--- src/rtl/sao_offset_apply_n8.sv ---
// SAO offset application: 8 pixels per beat through a 2-stage stallable
// valid/ready pipeline, with the offset table loaded once per CTB.
module sao_offset_apply_n8 #(
    parameter int PIX8          = 8,
    parameter int BIT_DEPTH     = 8,
    parameter int N_BO_TYPE     = 5,
    parameter int DIFF_CLIP_BIT = 4
) (
    input  logic                                  clk,
    input  logic                                  arst_n,
    input  logic                                  cfg_valid,
    output logic                                  cfg_ready,
    input  logic [1:0]                            cfg_type,
    input  logic [4:0]                            cfg_band,
    input  logic [3:0][DIFF_CLIP_BIT:0]           cfg_off,
    input  logic                                  pix_valid,
    output logic                                  pix_ready,
    input  logic                                  pix_last,
    input  logic [PIX8-1:0][BIT_DEPTH-1:0]        pix_in,
    input  logic [PIX8-1:0][N_BO_TYPE-1:0]        cate,
    output logic                                  out_valid,
    input  logic                                  out_ready,
    output logic                                  out_last,
    output logic [PIX8-1:0][BIT_DEPTH-1:0]        pix_out
);

    // state | meaning
    // IDLE  | waiting for an offset table
    // RUN   | table latched, accepting pixel beats
    // DRAIN | last beat taken, flushing the pipeline
    typedef enum logic [1:0] {IDLE, RUN, DRAIN} state_t;

    state_t                             state_q, state_d;
    logic [1:0]                         type_q, type_d;
    logic [4:0]                         band_q, band_d;
    logic [3:0][DIFF_CLIP_BIT:0]        off_q, off_d;

    logic                               s1_valid_q, s1_valid_d;
    logic                               s1_last_q, s1_last_d;
    logic [PIX8-1:0][BIT_DEPTH-1:0]     s1_pix_q, s1_pix_d;
    logic [PIX8-1:0][DIFF_CLIP_BIT:0]   s1_off_q, s1_off_d;

    logic                               out_valid_q, out_valid_d;
    logic                               out_last_q, out_last_d;
    logic [PIX8-1:0][BIT_DEPTH-1:0]     pix_out_q, pix_out_d;

    logic                               s2_adv, s1_adv, cfg_acc, pix_acc;
    logic [PIX8-1:0][N_BO_TYPE-1:0]     bo_k, eo_k;
    logic [PIX8-1:0][DIFF_CLIP_BIT:0]   off_sel;
    logic [PIX8-1:0][BIT_DEPTH+1:0]     sum;
    logic [PIX8-1:0][BIT_DEPTH-1:0]     clip;

    // A stage may load when the stage after it is empty or emptying this cycle.
    assign s2_adv    = !out_valid_q || out_ready;
    assign s1_adv    = !s1_valid_q || s2_adv;
    assign cfg_ready = (state_q == IDLE);
    assign pix_ready = (state_q == RUN) && s1_adv;
    assign cfg_acc   = cfg_valid && cfg_ready;
    assign pix_acc   = pix_valid && pix_ready;

    always_comb begin
        for (int i = 0; i < PIX8; i++) begin
            bo_k[i]    = cate[i] - N_BO_TYPE'(band_q);
            eo_k[i]    = cate[i] - N_BO_TYPE'(1);
            off_sel[i] = '0;
            case (type_q)
                2'd1: if (bo_k[i] < N_BO_TYPE'(4)) off_sel[i] = off_q[bo_k[i][1:0]];
                2'd2: if (cate[i] >= N_BO_TYPE'(1) && cate[i] <= N_BO_TYPE'(4))
                          off_sel[i] = off_q[eo_k[i][1:0]];
                default: ;
            endcase
        end
    end

    // Two guard bits: the top one flags underflow, the next one overflow.
    always_comb begin
        for (int i = 0; i < PIX8; i++) begin
            sum[i] = {2'b00, s1_pix_q[i]}
                   + {{(BIT_DEPTH + 1 - DIFF_CLIP_BIT){s1_off_q[i][DIFF_CLIP_BIT]}}, s1_off_q[i]};
            if (sum[i][BIT_DEPTH+1])
                clip[i] = '0;
            else if (sum[i][BIT_DEPTH])
                clip[i] = '1;
            else
                clip[i] = sum[i][BIT_DEPTH-1:0];
        end
    end

    always_comb begin
        state_d     = state_q;
        type_d      = type_q;
        band_d      = band_q;
        off_d       = off_q;
        s1_valid_d  = s1_valid_q;
        s1_last_d   = s1_last_q;
        s1_pix_d    = s1_pix_q;
        s1_off_d    = s1_off_q;
        out_valid_d = out_valid_q;
        out_last_d  = out_last_q;
        pix_out_d   = pix_out_q;

        case (state_q)
            IDLE: if (cfg_acc) begin
                type_d  = cfg_type;
                band_d  = cfg_band;
                off_d   = cfg_off;
                state_d = RUN;
            end
            RUN:     if (pix_acc && pix_last) state_d = DRAIN;
            DRAIN:   if (!s1_valid_q && !out_valid_q) state_d = IDLE;
            default: state_d = IDLE;
        endcase

        if (s1_adv) s1_valid_d = pix_acc;
        if (pix_acc) begin
            s1_pix_d  = pix_in;
            s1_off_d  = off_sel;
            s1_last_d = pix_last;
        end

        if (s2_adv) out_valid_d = s1_valid_q;
        if (s2_adv && s1_valid_q) begin
            pix_out_d  = clip;
            out_last_d = s1_last_q;
        end
    end

    always_ff @(posedge clk or negedge arst_n) begin
        if (!arst_n) begin
            state_q     <= IDLE;
            type_q      <= '0;
            band_q      <= '0;
            off_q       <= '0;
            s1_valid_q  <= 1'b0;
            s1_last_q   <= 1'b0;
            s1_pix_q    <= '0;
            s1_off_q    <= '0;
            out_valid_q <= 1'b0;
            out_last_q  <= 1'b0;
            pix_out_q   <= '0;
        end else begin
            state_q     <= state_d;
            type_q      <= type_d;
            band_q      <= band_d;
            off_q       <= off_d;
            s1_valid_q  <= s1_valid_d;
            s1_last_q   <= s1_last_d;
            s1_pix_q    <= s1_pix_d;
            s1_off_q    <= s1_off_d;
            out_valid_q <= out_valid_d;
            out_last_q  <= out_last_d;
            pix_out_q   <= pix_out_d;
        end
    end

    assign out_valid = out_valid_q;
    assign out_last  = out_last_q;
    assign pix_out   = pix_out_q;

endmodule
--- config.mk ---
export PLATFORM = sky130hd
export DESIGN_NAME = sao_offset_apply_n8
export DESIGN_NICKNAME = d
export VERILOG_FILES = /design/src/rtl/sao_offset_apply_n8.sv
export SDC_FILE = /design/constraint.sdc
export NUM_CORES = 1
export LEC_CHECK = 0
export CAP_MARGIN = 20
export CORE_AREA = 3 3 240 242
export CTS_CLUSTER_DIAMETER = 50
export CTS_CLUSTER_SIZE = 25
export DETAILED_ROUTE_END_ITERATION = 10
export DIE_AREA = 0 0 243 245
export GPL_TIMING_DRIVEN = 0
export PLACE_DENSITY = 0.48
export SLEW_MARGIN = 20
export SYNTH_ARGS = -nofsm -noshare
export SYNTH_HDL_FRONTEND = slang
export SYNTH_SLANG_ARGS = --single-unit
--- constraint.sdc ---
create_clock -name clk -period 5.2 [get_ports clk]
set_input_delay 1.04 -clock clk [delete_from_list [all_inputs] [get_ports clk]]
set_output_delay 1.04 -clock clk [all_outputs]
set_load 0.05 [all_outputs]
### Register map, names as in the netlist, run 1

Bar = 50 um. Other sequential cells in the stronger gray, the rest of the logic in the fainter gray.
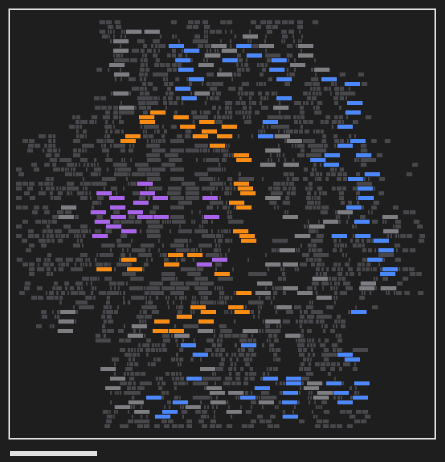
- off_q: purple (flops 20)
- pix_out: blue (flops 64)
- s1_off_q: orange (flops 40)
Seq/total area: 25.4%
post-layout utilization of the core: 35.8%
area of all sequential standard cells: 0.00503 mm^2
sequential-cell power consumption: 2.92 mW

### Selected gate families, run 1

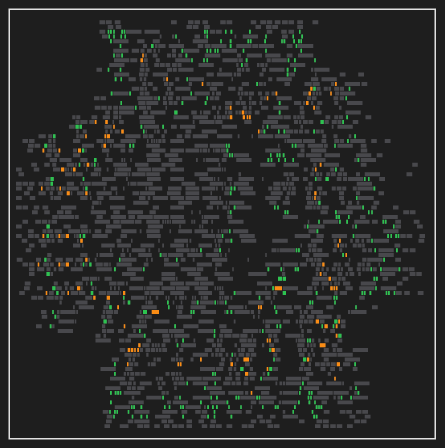
- nand cells: green (cells 335; most used nand2_1)
- nor cells: orange (cells 96; most used nor2_1; where widely spread)
post-layout instance count excluding filler cells: 2660
fraction of standard cell area in multi-input logic: 49.3%

==> impl_metrics.xml, run 1 <==
<?xml version="1.0" encoding="UTF-8"?>
<metrics>
  <group name="synthesis">
    <metric name="synthTopCellsByArea" unit="">sky130_fd_sc_hd__dfrtp_1, sky130_fd_sc_hd__mux4_2, sky130_fd_sc_hd__ha_1</metric>
    <metric name="synth_async_sr_flop_share" unit="%">100</metric>
    <metric name="postSynthNetCount" unit="">1918</metric>
    <metric name="synth_area" unit="mm^2">0.0155</metric>
    <metric name="top_area_cell" unit="">sky130_fd_sc_hd__dfrtp_1</metric>
    <metric name="ys_types" unit="">53</metric>
    <metric name="yosysMostFrequentCell" unit="">sky130_fd_sc_hd__nand2_1</metric>
    <metric name="main_flop_type" unit="">sky130_fd_sc_hd__dfrtp_1</metric>
    <metric name="synth-warning-count" unit="">0</metric>
    <metric name="synth.cellmix.xorXnorShare" unit="%">3.83</metric>
    <metric name="numSynthFlops" unit="">201</metric>
  </group>
  <group name="global_route">
    <metric name="antenna_violations_before_repair" unit="">0</metric>
    <metric name="first_pass_grt_wire_length" unit="mm">84.2</metric>
  </group>
  <group name="finish">
    <metric name="multi_input_comb_area" unit="mm^2">0.00976</metric>
    <metric name="number_of_antenna_repair_diodes" unit="">0</metric>
    <metric name="finalInstanceArea" unit="mm^2">0.0198</metric>
    <metric name="drive_above_1_share" unit="%">9.83</metric>
  </group>
  <group name="power">
    <metric name="power.combinational.total" unit="mW">7.04</metric>
    <metric name="cell_internal_pwr" unit="mW">6.58</metric>
    <metric name="report.power.total" unit="mW">12.3</metric>
    <metric name="power_leakage" unit="nW">8.58</metric>
  </group>
  <group name="clock_network">
    <metric name="clk-insertion-delay-late" unit="ps">530</metric>
    <metric name="cts_made_buffers" unit="">35</metric>
    <metric name="clockRootBuffer" unit="">sky130_fd_sc_hd__clkbuf_16</metric>
    <metric name="cts_sinks" unit="">201</metric>
  </group>
  <group name="detailed_routing">
    <metric name="routed_via_density" unit="">5.20</metric>
    <metric name="dr_vias" unit="">13800</metric>
    <metric name="drt-initial-drc-count" unit="">999</metric>
  </group>
  <group name="place">
    <metric name="placement.cell_area" unit="mm^2">0.0186</metric>
    <metric name="pre_cts_ws" unit="ps">1170</metric>
    <metric name="globalplace.congestion" unit="">0.909</metric>
  </group>
  <group name="setup_path">
    <metric name="required" unit="ps">4160</metric>
    <metric name="critical_path.slowest_cell" unit="">sky130_fd_sc_hd__clkdlybuf4s50_1</metric>
    <metric name="crit_path_end" unit="">pix_ready</metric>
    <metric name="worst_path_most_repeated_cell" unit="">sky130_fd_sc_hd__clkdlybuf4s50_1</metric>
  </group>
  <group name="timing">
    <metric name="worst_slack" unit="ps">1140</metric>
    <metric name="grt_setup_unrepaired" unit="">false</metric>
    <metric name="timing_worst_slew_pin_value" unit="ps">1010</metric>
    <metric name="post-route-period-util" unit="%">78.0</metric>
    <metric name="finalSetupViolations" unit="">0</metric>
  </group>
  <group name="floorplanning">
    <metric name="well_tap_cells" unit="">748</metric>
    <metric name="fp.coreArea" unit="mm^2">0.0553</metric>
  </group>
  <group name="outcome">
    <metric name="outcome" unit="">completed</metric>
  </group>
</metrics>
### Routing congestion, run 1

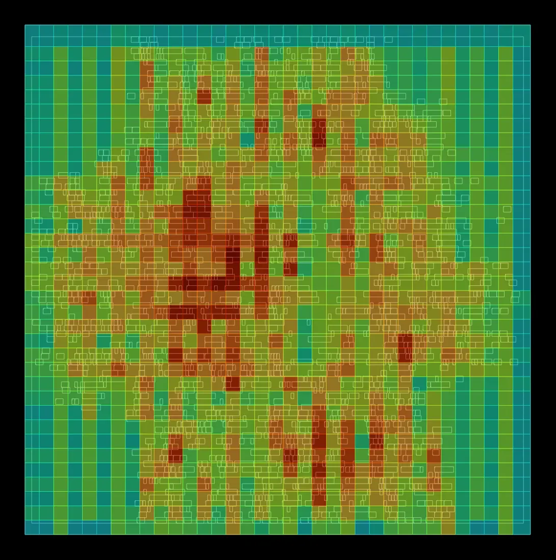
met2 track demand over resource: 29.0%
most heavily used metal layer in global routing: met2
global-route track usage on met3: 4.33%
met1 usage: 24.7%

==> run 2, diff against run 1 <==
Settings changed: PLACE_DENSITY 0.48 to 0.5.
Clock period 5.2 ns to 3.34 ns, I/O delays scaled along.
### Signal wires by layer, run 2

Bar = 50 um. Only two layers are drawn.
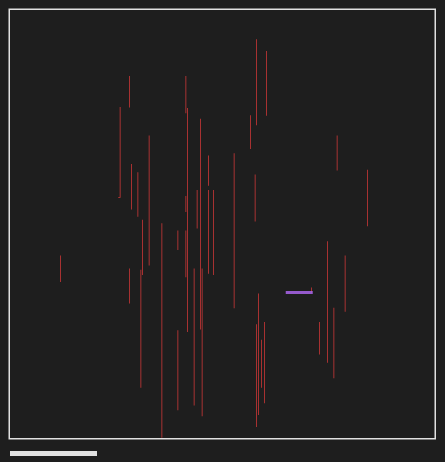
- M4: red (wire length 1740 um)
- M5: purple (wire length 13.8 um)
WL per Instance: 20.5 um
DR vias: 13.8k
overall routed net length: 54.5 mm
overall routing resource usage: 17.9%

==> run 2 against run 1 <==
  * Critical path depth grew 3
  * Clock power grew 42%
  * Sequential power grew 55%
  * Hold slack lost 410 ps
  * Setup slack lost 1000 ps
  * Register-to-register slack lost 1900 ps
  * Cell area shrank 0.49%
  * Cell count shrank 0.15%
  * Synthesized area is the same
  * Global-route usage shrank 0.45 points
  * Combinational power grew 55%
  * Routed wire length shrank 1.6%
  * Largest cell class unchanged
==> impl_metrics.xml, run 2 <==
<?xml version="1.0" encoding="UTF-8"?>
<metrics>
  <group name="outcome">
    <metric name="outcome" unit="">completed</metric>
  </group>
  <group name="floorplanning">
    <metric name="well_tap_cells" unit="">748</metric>
    <metric name="fp.coreArea" unit="mm^2">0.0553</metric>
  </group>
  <group name="power">
    <metric name="p_seq" unit="mW">4.53</metric>
    <metric name="report.power.total" unit="mW">18.8</metric>
    <metric name="clock_network_fraction_of_total_power" unit="%">17.9</metric>
    <metric name="power.combinational.total" unit="mW">10.9</metric>
    <metric name="cell_internal_pwr" unit="mW">9.93</metric>
  </group>
  <group name="finish">
    <metric name="final_util" unit="%">35.6</metric>
    <metric name="number_of_antenna_repair_diodes" unit="">1</metric>
    <metric name="multi_input_comb_area" unit="mm^2">0.00976</metric>
    <metric name="final_cells" unit="">2656</metric>
    <metric name="drive_above_1_share" unit="%">9.70</metric>
    <metric name="buffer_area_share" unit="%">12.3</metric>
    <metric name="finalInstanceArea" unit="mm^2">0.0197</metric>
  </group>
  <group name="clock_network">
    <metric name="cts_sinks" unit="">201</metric>
    <metric name="cts_made_buffers" unit="">31</metric>
    <metric name="post_cts_buffers" unit="">0</metric>
    <metric name="clk-insertion-delay-late" unit="ps">580</metric>
    <metric name="clockRootBuffer" unit="">sky130_fd_sc_hd__clkbuf_16</metric>
  </group>
  <group name="synthesis">
    <metric name="synth_area" unit="mm^2">0.0155</metric>
    <metric name="postSynthNetCount" unit="">1918</metric>
    <metric name="top_area_cell" unit="">sky130_fd_sc_hd__dfrtp_1</metric>
    <metric name="synth_async_sr_flop_share" unit="%">100</metric>
    <metric name="synthTopCellsByArea" unit="">sky130_fd_sc_hd__dfrtp_1, sky130_fd_sc_hd__mux4_2, sky130_fd_sc_hd__ha_1</metric>
    <metric name="yosysMostFrequentCell" unit="">sky130_fd_sc_hd__nand2_1</metric>
    <metric name="numSynthFlops" unit="">201</metric>
    <metric name="synth-simple-area-share" unit="%">13.2</metric>
    <metric name="synth-warning-count" unit="">0</metric>
  </group>
  <group name="timing">
    <metric name="worst_slack" unit="ps">125</metric>
    <metric name="post-route-period-util" unit="%">96.3</metric>
    <metric name="finalSetupViolations" unit="">0</metric>
    <metric name="timing_worst_slew_pin_value" unit="ps">1080</metric>
    <metric name="grt_setup_unrepaired" unit="">false</metric>
  </group>
  <group name="global_route">
    <metric name="grt.met2_usage" unit="%">29.0</metric>
    <metric name="grt-busiest-layer" unit="">met2</metric>
    <metric name="antenna_violations_before_repair" unit="">2</metric>
    <metric name="first_pass_grt_wire_length" unit="mm">83.3</metric>
    <metric name="grtUsageMet1" unit="%">24.4</metric>
    <metric name="grt.met3_usage" unit="%">2.92</metric>
  </group>
  <group name="detailed_routing">
    <metric name="drt-initial-drc-count" unit="">848</metric>
    <metric name="routed_via_density" unit="">5.20</metric>
  </group>
  <group name="place">
    <metric name="pre_cts_ws" unit="ps">-497</metric>
    <metric name="globalplace.congestion" unit="">0.908</metric>
  </group>
  <group name="setup_path">
    <metric name="critical_path.n_buffers_inverters" unit="">3</metric>
    <metric name="worst_path_most_repeated_cell" unit="">sky130_fd_sc_hd__clkbuf_1</metric>
    <metric name="crit_path_end" unit="">s1_pix_q[15]$_DFFE_PN0P_</metric>
    <metric name="critical_path.slowest_cell" unit="">sky130_fd_sc_hd__clkbuf_1</metric>
  </group>
</metrics>
No activity file was given, so power comes from the tool's default toggle rates.
